==> config.mk <==
export PLATFORM = sky130hd
export DESIGN_NAME = conv_seq_ctrl_flat
export DESIGN_NICKNAME = d
export VERILOG_FILES = /design/src/rtl/conv_seq_if.sv /design/src/rtl/conv_seq_ctrl.sv /design/src/flat_wrapper.sv
export SDC_FILE = /design/constraint.sdc
export NUM_CORES = 1
export LEC_CHECK = 0
export ABC_AREA = 1
export ABC_CLOCK_PERIOD_IN_PS = 4500
export CORE_MARGIN = 4
export CORE_UTILIZATION = 50
export DETAILED_ROUTE_END_ITERATION = 8
export GPL_ROUTABILITY_DRIVEN = 0
export PLACE_DENSITY = 0.85
export SYNTH_ARGS = -nofsm -noshare
export SYNTH_HDL_FRONTEND = slang
export SYNTH_SLANG_ARGS = --single-unit
==> constraint.sdc <==
create_clock -name clk -period 4.5 [get_ports clk]
set_input_delay 0.9 -clock clk [delete_from_list [all_inputs] [get_ports clk]]
set_output_delay 0.9 -clock clk [all_outputs]
set_load 0.02 [all_outputs]
==> src/rtl/conv_seq_if.sv <==
// Signal bundle between the conv sequencer (master) and the weight memory / conv engines (slave).
// Optional build macro of the attached controller: CONV_SEQ_CYCLE_CNT_EN (drives cycle_cnt).
interface conv_seq_if #(
    parameter int AW = 8
);
    // Handshake: trigger is a level sampled only while idle; *_start, acc_clr and acc_en
    // are one-cycle pulses; *_done pulses are sampled only in the matching wait state,
    // and w_ld_valid qualifies w_ld_idx/w_ld_layer one cycle after each w_rd_en.
    logic          trigger;
    logic          busy;
    logic          w_rd_en;
    logic [AW-1:0] w_rd_addr;
    logic          w_layer_sel;
    logic          w_ld_valid;
    logic [7:0]    w_ld_idx;
    logic          w_ld_layer;
    logic          conv1_start;
    logic          conv1_done;
    logic          conv2_start;
    logic          conv2_done;
    logic          acc_clr;
    logic          acc_en;
    logic [7:0]    chan_idx;
    logic          out_valid;
    logic [31:0]   cycle_cnt;
    logic [3:0]    state_dbg;

    modport master (
        input  trigger, conv1_done, conv2_done,
        output busy, w_rd_en, w_rd_addr, w_layer_sel, w_ld_valid, w_ld_idx, w_ld_layer,
               conv1_start, conv2_start, acc_clr, acc_en, chan_idx, out_valid,
               cycle_cnt, state_dbg
    );

    modport slave (
        output trigger, conv1_done, conv2_done,
        input  busy, w_rd_en, w_rd_addr, w_layer_sel, w_ld_valid, w_ld_idx, w_ld_layer,
               conv1_start, conv2_start, acc_clr, acc_en, chan_idx, out_valid,
               cycle_cnt, state_dbg
    );
endinterface

==> src/rtl/conv_seq_ctrl.sv <==
// Per-trigger schedule for conv1 -> conv2 -> accumulate over CHAN channels, including weight streaming.
// Optional macro CONV_SEQ_CYCLE_CNT_EN: enables the run-length cycle counter on cycle_cnt.
module conv_seq_ctrl #(
    parameter int K_H  = 3,
    parameter int K_W  = 3,
    parameter int CHAN = 10,
    parameter int AW   = 8
) (
    input  logic       clk,
    input  logic       rst,
    conv_seq_if.master bus
);
    localparam int KK = K_H * K_W;

    typedef enum logic [3:0] {
        S_IDLE   = 4'd0,
        S_CLR    = 4'd1,
        S_LOAD1  = 4'd2,
        S_LOAD2  = 4'd3,
        S_START1 = 4'd4,
        S_WAIT1  = 4'd5,
        S_START2 = 4'd6,
        S_WAIT2  = 4'd7,
        S_ACC    = 4'd8,
        S_NEXT   = 4'd9,
        S_DONE   = 4'd10
    } state_t;

    state_t     state;
    state_t     state_nxt;
    logic [7:0] k_cnt;
    logic [7:0] chan_idx;
    logic       out_valid;
    logic       k_last;
    logic       chan_last;
    logic       accept;

    logic       busy_c;
    logic       rd_en_c;
    logic       sel_c;
    logic       c1_start_c;
    logic       c2_start_c;
    logic       clr_c;
    logic       acc_c;

    logic       ld_valid_q;
    logic [7:0] ld_idx_q;
    logic       ld_layer_q;

    assign k_last    = (k_cnt == 8'(KK - 1));
    assign chan_last = (chan_idx == 8'(CHAN - 1));
    assign accept    = (state == S_IDLE) && bus.trigger;

    always_ff @(posedge clk or posedge rst) begin
        if (rst) state <= S_IDLE;
        else     state <= state_nxt;
    end

    always_comb begin
        state_nxt  = state;
        busy_c     = 1'b1;
        rd_en_c    = 1'b0;
        sel_c      = 1'b0;
        c1_start_c = 1'b0;
        c2_start_c = 1'b0;
        clr_c      = 1'b0;
        acc_c      = 1'b0;
        case (state)
            S_IDLE: begin
                busy_c = 1'b0;
                if (bus.trigger) state_nxt = S_CLR;
            end
            S_CLR: begin
                clr_c     = 1'b1;
                state_nxt = S_LOAD1;
            end
            S_LOAD1: begin
                rd_en_c = 1'b1;
                if (k_last) state_nxt = S_LOAD2;
            end
            S_LOAD2: begin
                rd_en_c = 1'b1;
                sel_c   = 1'b1;
                if (k_last) state_nxt = S_START1;
            end
            S_START1: begin
                c1_start_c = 1'b1;
                state_nxt  = S_WAIT1;
            end
            S_WAIT1:  if (bus.conv1_done) state_nxt = S_START2;
            S_START2: begin
                c2_start_c = 1'b1;
                state_nxt  = S_WAIT2;
            end
            S_WAIT2:  if (bus.conv2_done) state_nxt = S_ACC;
            S_ACC: begin
                acc_c     = 1'b1;
                state_nxt = S_NEXT;
            end
            S_NEXT:   state_nxt = chan_last ? S_DONE : S_LOAD1;
            S_DONE:   state_nxt = S_IDLE;
            default:  state_nxt = S_IDLE;
        endcase
    end

    // k restarts at 0 for each bank, so LOAD2 reuses the same channel base address.
    always_ff @(posedge clk or posedge rst) begin
        if (rst) begin
            k_cnt <= '0;
        end else if (state == S_LOAD1 || state == S_LOAD2) begin
            k_cnt <= k_last ? 8'd0 : k_cnt + 8'd1;
        end else begin
            k_cnt <= '0;
        end
    end

    always_ff @(posedge clk or posedge rst) begin
        if (rst) begin
            chan_idx  <= '0;
            out_valid <= 1'b0;
        end else begin
            if (accept) begin
                chan_idx  <= '0;
                out_valid <= 1'b0;
            end else if (state == S_NEXT) begin
                if (chan_last) out_valid <= 1'b1;
                else           chan_idx  <= chan_idx + 8'd1;
            end
        end
    end

    always_ff @(posedge clk or posedge rst) begin
        if (rst) begin
            ld_valid_q <= 1'b0;
            ld_idx_q   <= '0;
            ld_layer_q <= 1'b0;
        end else begin
            ld_valid_q <= rd_en_c;
            ld_idx_q   <= k_cnt;
            ld_layer_q <= sel_c;
        end
    end

`ifdef CONV_SEQ_CYCLE_CNT_EN
    logic [31:0] cycle_cnt_q;

    // The DONE cycle itself is counted, so the final value equals the run length.
    always_ff @(posedge clk or posedge rst) begin
        if (rst)                  cycle_cnt_q <= '0;
        else if (accept)          cycle_cnt_q <= '0;
        else if (state != S_IDLE) cycle_cnt_q <= cycle_cnt_q + 32'd1;
    end

    assign bus.cycle_cnt = cycle_cnt_q;
`else
    assign bus.cycle_cnt = 32'd0;
`endif

    assign bus.busy        = busy_c;
    assign bus.w_rd_en     = rd_en_c;
    assign bus.w_layer_sel = sel_c;
    assign bus.w_rd_addr   = AW'(32'(chan_idx) * 32'(KK) + 32'(k_cnt));
    assign bus.w_ld_valid  = ld_valid_q;
    assign bus.w_ld_idx    = ld_idx_q;
    assign bus.w_ld_layer  = ld_layer_q;
    assign bus.conv1_start = c1_start_c;
    assign bus.conv2_start = c2_start_c;
    assign bus.acc_clr     = clr_c;
    assign bus.acc_en      = acc_c;
    assign bus.chan_idx    = chan_idx;
    assign bus.out_valid   = out_valid;
    assign bus.state_dbg   = state;
endmodule

==> src/flat_wrapper.sv <==
// flat-port wrapper written by rule: the top's interface ports become plain ports
module conv_seq_ctrl_flat 
#(
    parameter int K_H  = 3,
    parameter int K_W  = 3,
    parameter int CHAN = 10,
    parameter int AW   = 8
)
  (clk, rst, bus_trigger, bus_conv1_done, bus_conv2_done, bus_busy, bus_w_rd_en, bus_w_rd_addr, bus_w_layer_sel, bus_w_ld_valid, bus_w_ld_idx, bus_w_ld_layer, bus_conv1_start, bus_conv2_start, bus_acc_clr, bus_acc_en, bus_chan_idx, bus_out_valid, bus_cycle_cnt, bus_state_dbg);
  conv_seq_if #(.AW(AW)) bus_i ();
  input  logic clk;
  input  logic rst;
  input wire logic [$bits(bus_i.trigger)-1:0] bus_trigger;
  input wire logic [$bits(bus_i.conv1_done)-1:0] bus_conv1_done;
  input wire logic [$bits(bus_i.conv2_done)-1:0] bus_conv2_done;
  output wire logic [$bits(bus_i.busy)-1:0] bus_busy;
  output wire logic [$bits(bus_i.w_rd_en)-1:0] bus_w_rd_en;
  output wire logic [$bits(bus_i.w_rd_addr)-1:0] bus_w_rd_addr;
  output wire logic [$bits(bus_i.w_layer_sel)-1:0] bus_w_layer_sel;
  output wire logic [$bits(bus_i.w_ld_valid)-1:0] bus_w_ld_valid;
  output wire logic [$bits(bus_i.w_ld_idx)-1:0] bus_w_ld_idx;
  output wire logic [$bits(bus_i.w_ld_layer)-1:0] bus_w_ld_layer;
  output wire logic [$bits(bus_i.conv1_start)-1:0] bus_conv1_start;
  output wire logic [$bits(bus_i.conv2_start)-1:0] bus_conv2_start;
  output wire logic [$bits(bus_i.acc_clr)-1:0] bus_acc_clr;
  output wire logic [$bits(bus_i.acc_en)-1:0] bus_acc_en;
  output wire logic [$bits(bus_i.chan_idx)-1:0] bus_chan_idx;
  output wire logic [$bits(bus_i.out_valid)-1:0] bus_out_valid;
  output wire logic [$bits(bus_i.cycle_cnt)-1:0] bus_cycle_cnt;
  output wire logic [$bits(bus_i.state_dbg)-1:0] bus_state_dbg;
  assign bus_i.trigger = bus_trigger;
  assign bus_i.conv1_done = bus_conv1_done;
  assign bus_i.conv2_done = bus_conv2_done;
  assign bus_busy = bus_i.busy;
  assign bus_w_rd_en = bus_i.w_rd_en;
  assign bus_w_rd_addr = bus_i.w_rd_addr;
  assign bus_w_layer_sel = bus_i.w_layer_sel;
  assign bus_w_ld_valid = bus_i.w_ld_valid;
  assign bus_w_ld_idx = bus_i.w_ld_idx;
  assign bus_w_ld_layer = bus_i.w_ld_layer;
  assign bus_conv1_start = bus_i.conv1_start;
  assign bus_conv2_start = bus_i.conv2_start;
  assign bus_acc_clr = bus_i.acc_clr;
  assign bus_acc_en = bus_i.acc_en;
  assign bus_chan_idx = bus_i.chan_idx;
  assign bus_out_valid = bus_i.out_valid;
  assign bus_cycle_cnt = bus_i.cycle_cnt;
  assign bus_state_dbg = bus_i.state_dbg;
  conv_seq_ctrl #(.K_H(K_H), .K_W(K_W), .CHAN(CHAN), .AW(AW)) u_core (.clk(clk), .rst(rst), .bus(bus_i));
endmodule
### Routing congestion, run 1

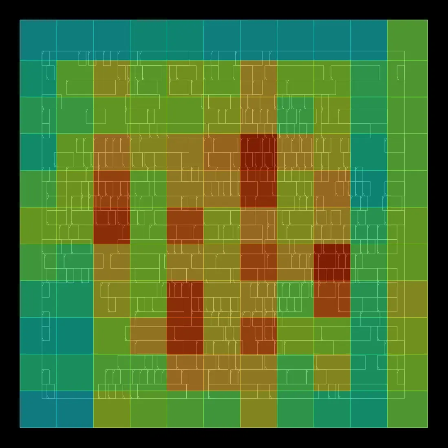
most congested layer reported by global routing: met2
overall routing resource usage: 17.7%
Post-Route Utilization: 63.6%
met2 capacity usage during global routing: 31.4%
global routing usage on met1: 20.0%

### Metal 1, run 1

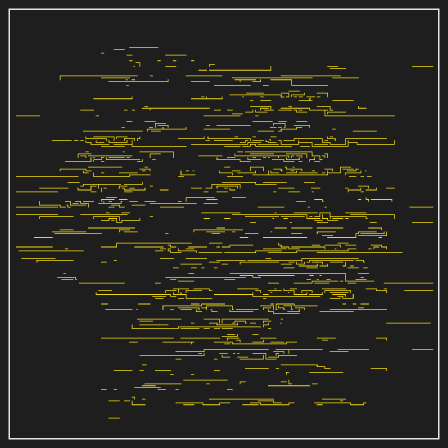
The wires run mostly horizontal. The layer carries 2000 µm of wire. The layer holds 41% of the routed length. The longest straight run is 20.7 µm.
final routed wirelength across all metal layers: 4840 µm
via count of the routed design: 1917

### Port wiring, run 1

Scale bar: 20 µm.
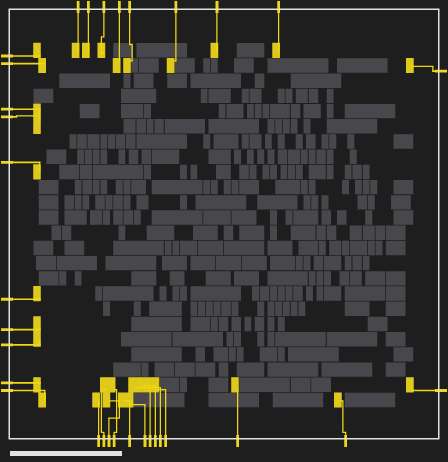
Yellow is bus_cycle_cnt, bits 32, direction output, edge 12 bottom, 10 left, 8 top, 2 right, end cells 32, buffers 0, wire 242 µm.
total of buffers placed on input and output ports: 42
Boundary Pins: 75

==> impl_metrics.py, run 1 <==
# Generated from Yosys and OpenROAD reports
metrics = {
    "yosys": {
        "post_synth_fa_ha_maj_area_fraction_pct": 13.0,
        "ys_sh_aoi_pct": 3.14,
        "synth_top_flop_cell": "sky130_fd_sc_hd__dfrtp_1",
        "post_synth_most_frequent_cells": "sky130_fd_sc_hd__nand2_1 (68), sky130_fd_sc_hd__inv_1 (47), sky130_fd_sc_hd__buf_4 (32)",
        "synth.yosys.warnings": 0,
        "postSynthSeqShare_pct": 33.0,
        "synth.yosys.num_cells": 298,
        "synthesis.area_per_instance_um2": 7.89,
        "synth.area.mux_share_pct": 0,
    },
    "route": {
        "route.top_layer_used": "met4",
        "drt_first_pass_iters": 4,
        "vias_per_cell": 4.80,
        "met2_wirelength_um": 2430,
    },
    "layout": {
        "final_common_cell": "sky130_fd_sc_hd__nand2_1",
        "clock_tree_area_fraction_pct": 4.16,
        "antenna_cells_inserted": 0,
        "filler_cell_count": 396,
        "post-route-cell-area_um2": 2830,
        "seq_cell_count": 31,
    },
    "worst_hold_path": {
        "min_path_type": "reg2reg",
        "worst_hold_path.endpoint": "u_core.bus.w_ld_idx[5]",
    },
    "clocking": {
        "clock_sinks": 31,
        "tritoncts.num_buffers": 5,
        "cts_tree": "yes",
        "clk_latency_ns": 0.29,
    },
    "grt": {
        "globalRoute.totalOverflow": 0,
        "wire_length_of_the_first_global_routing_pass_um": 8370,
        "gr-usage-met3_pct": 3.90,
    },
    "run_status": {
        "status": "complete, no violations",
    },
    "setup_path": {
        "crit_path_cell_trace": "ha_1 > inv_1 > fa_1 > inv_1 > ha_1 > nand2_1 > or2_2 > nand3_1 > nand2_1 > nand2_1 > clkdlybuf4s50_1",
        "critPathRequiredTime_ns": 3.60,
        "maximum_fanout_encountered_on_the_critical_timing_path": 8,
        "critical-path-top-cell-by-count": "sky130_fd_sc_hd__nand2_1",
        "reg2reg_setup_slack_ns": 3.00,
        "capture_point_of_the_worst_reg_to_reg_path": "u_core.bus.chan_idx[5]",
    },
    "sta": {
        "rsz0062_at_grt": "false",
        "final_min_period_over_clock_period_pct": 90.0,
        "fmax_mhz": 247,
        "clock-skew-final_ns": 0.00451,
        "setup_ws_ns": 0.452,
        "fin_setup_tns_ns": 0,
    },
    "place": {
        "placed_cells_incl_taps": 391,
        "preCtsSetupSlack_ns": 0.756,
    },
    "die": {
        "nWellTaps": 52,
        "fp-utilization_pct": 52.9,
        "core_um2": 4440,
    },
    "pwr": {
        "combPwrFrac_pct": 47.1,
        "seq_power_mw": 0.391,
        "power_leakage_nw": 1.58,
    },
    "flow_run": {
        "max_cap_violations": 0,
    },
}
==> run 1 -> run 2 <==
Settings changed: CORE_MARGIN 4 to 1.
### Metal 1, run 2

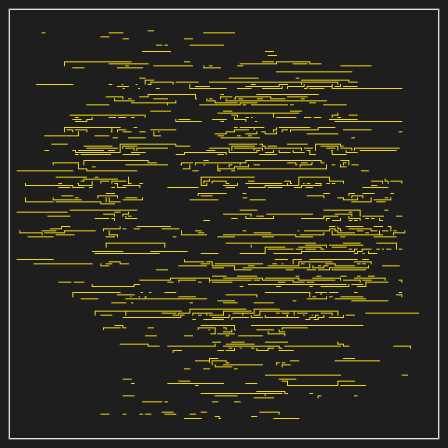
309 nets have wire on it. The layer carries 1950 µm of wire.
final routed wirelength across all metal layers: 4320 µm
via count of the routed design: 1859
global routing usage on met1: 24.3%

### Clock distribution, run 2

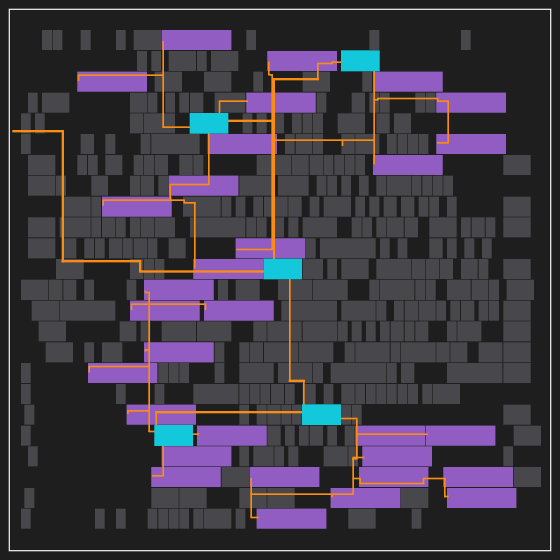
Cyan is clock-net drivers, count 5. Purple is flip-flops, count 31. Orange is clock wires, length 408 µm.
There are 6 routed clock nets.
source-to-sink clock delay at the later pin of the worst-skew pair: 0.28 ns
Max Clock Skew: 0.00411 ns
clk pwr: 0.219 mW

### Register map, names as in the netlist, run 2

Other sequential cells in the stronger gray, the rest of the logic in the fainter gray.
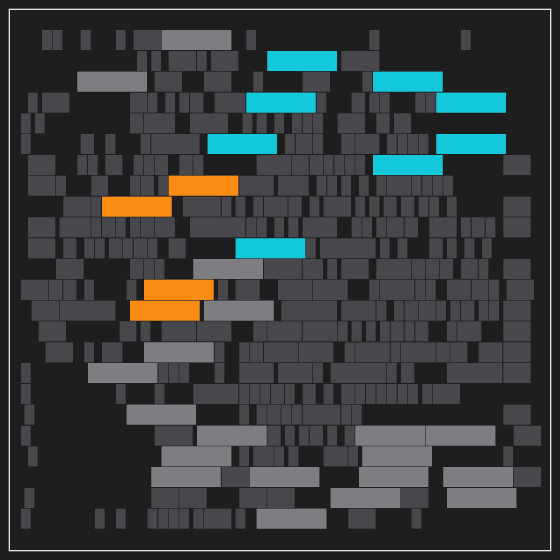
Orange is u_core.bus.state_dbg, placed flops 4. Cyan is u_core.bus.chan_idx, placed flops 8.
Another 19 sequential cells are not colored.
flip-flop and latch share of the layout cell area: 27.7%
Post-Route Utilization: 62.9%
power in sequential cells: 0.390 mW
Sequential Area: 776 µm²

==> impl_metrics.py, run 2 <==
# Generated from Yosys and OpenROAD reports
metrics = {
    "grt": {
        "gr-usage-met3_pct": 4.56,
        "grt_use_met2_pct": 30.9,
        "wire_length_of_the_first_global_routing_pass_um": 7290,
        "grt_most_used_layer": "met2",
    },
    "die": {
        "core_um2": 4440,
        "boundaryPins": 75,
        "fp-utilization_pct": 52.9,
        "nWellTaps": 52,
    },
    "sta": {
        "final_min_period_over_clock_period_pct": 89.6,
        "setup_ws_ns": 0.468,
        "fmax_mhz": 248,
    },
    "clocking": {
        "clock_sinks": 31,
        "tritoncts.num_buffers": 5,
        "cts_tree": "yes",
    },
    "yosys": {
        "synth_top_flop_cell": "sky130_fd_sc_hd__dfrtp_1",
        "synth.area.mux_share_pct": 0,
        "post_synth_most_frequent_cells": "sky130_fd_sc_hd__nand2_1 (68), sky130_fd_sc_hd__inv_1 (47), sky130_fd_sc_hd__buf_4 (32)",
        "synth.yosys.warnings": 0,
        "ys_sh_aoi_pct": 3.14,
        "postSynthSeqShare_pct": 33.0,
    },
    "pwr": {
        "combPwrFrac_pct": 49.4,
        "power_leakage_nw": 1.57,
    },
    "route": {
        "vias_per_cell": 4.67,
        "drt_first_pass_iters": 6,
        "route.top_layer_used": "met4",
        "met2_wirelength_um": 2060,
        "remaining_drc_errors": 6,
    },
    "place": {
        "preCtsSetupSlack_ns": 0.766,
        "numPortBuffers": 42,
        "placed_cells_incl_taps": 391,
    },
    "layout": {
        "seq_cell_count": 31,
        "clock_tree_area_fraction_pct": 3.13,
        "final_common_cell": "sky130_fd_sc_hd__nand2_1",
    },
    "setup_path": {
        "capture_point_of_the_worst_reg_to_reg_path": "u_core.bus.chan_idx[5]",
        "critPathRequiredTime_ns": 3.60,
        "maximum_fanout_encountered_on_the_critical_timing_path": 8,
        "critical-path-top-cell-by-count": "sky130_fd_sc_hd__nand2_1",
        "reg2reg_setup_slack_ns": 2.96,
    },
    "run_status": {
        "status": "complete, but fails checks",
        "violations_in_the_final_reports": "design-rule violations",
    },
    "flow_run": {
        "max_cap_violations": 0,
    },
}
Power is estimated from default activity; no workload was simulated.
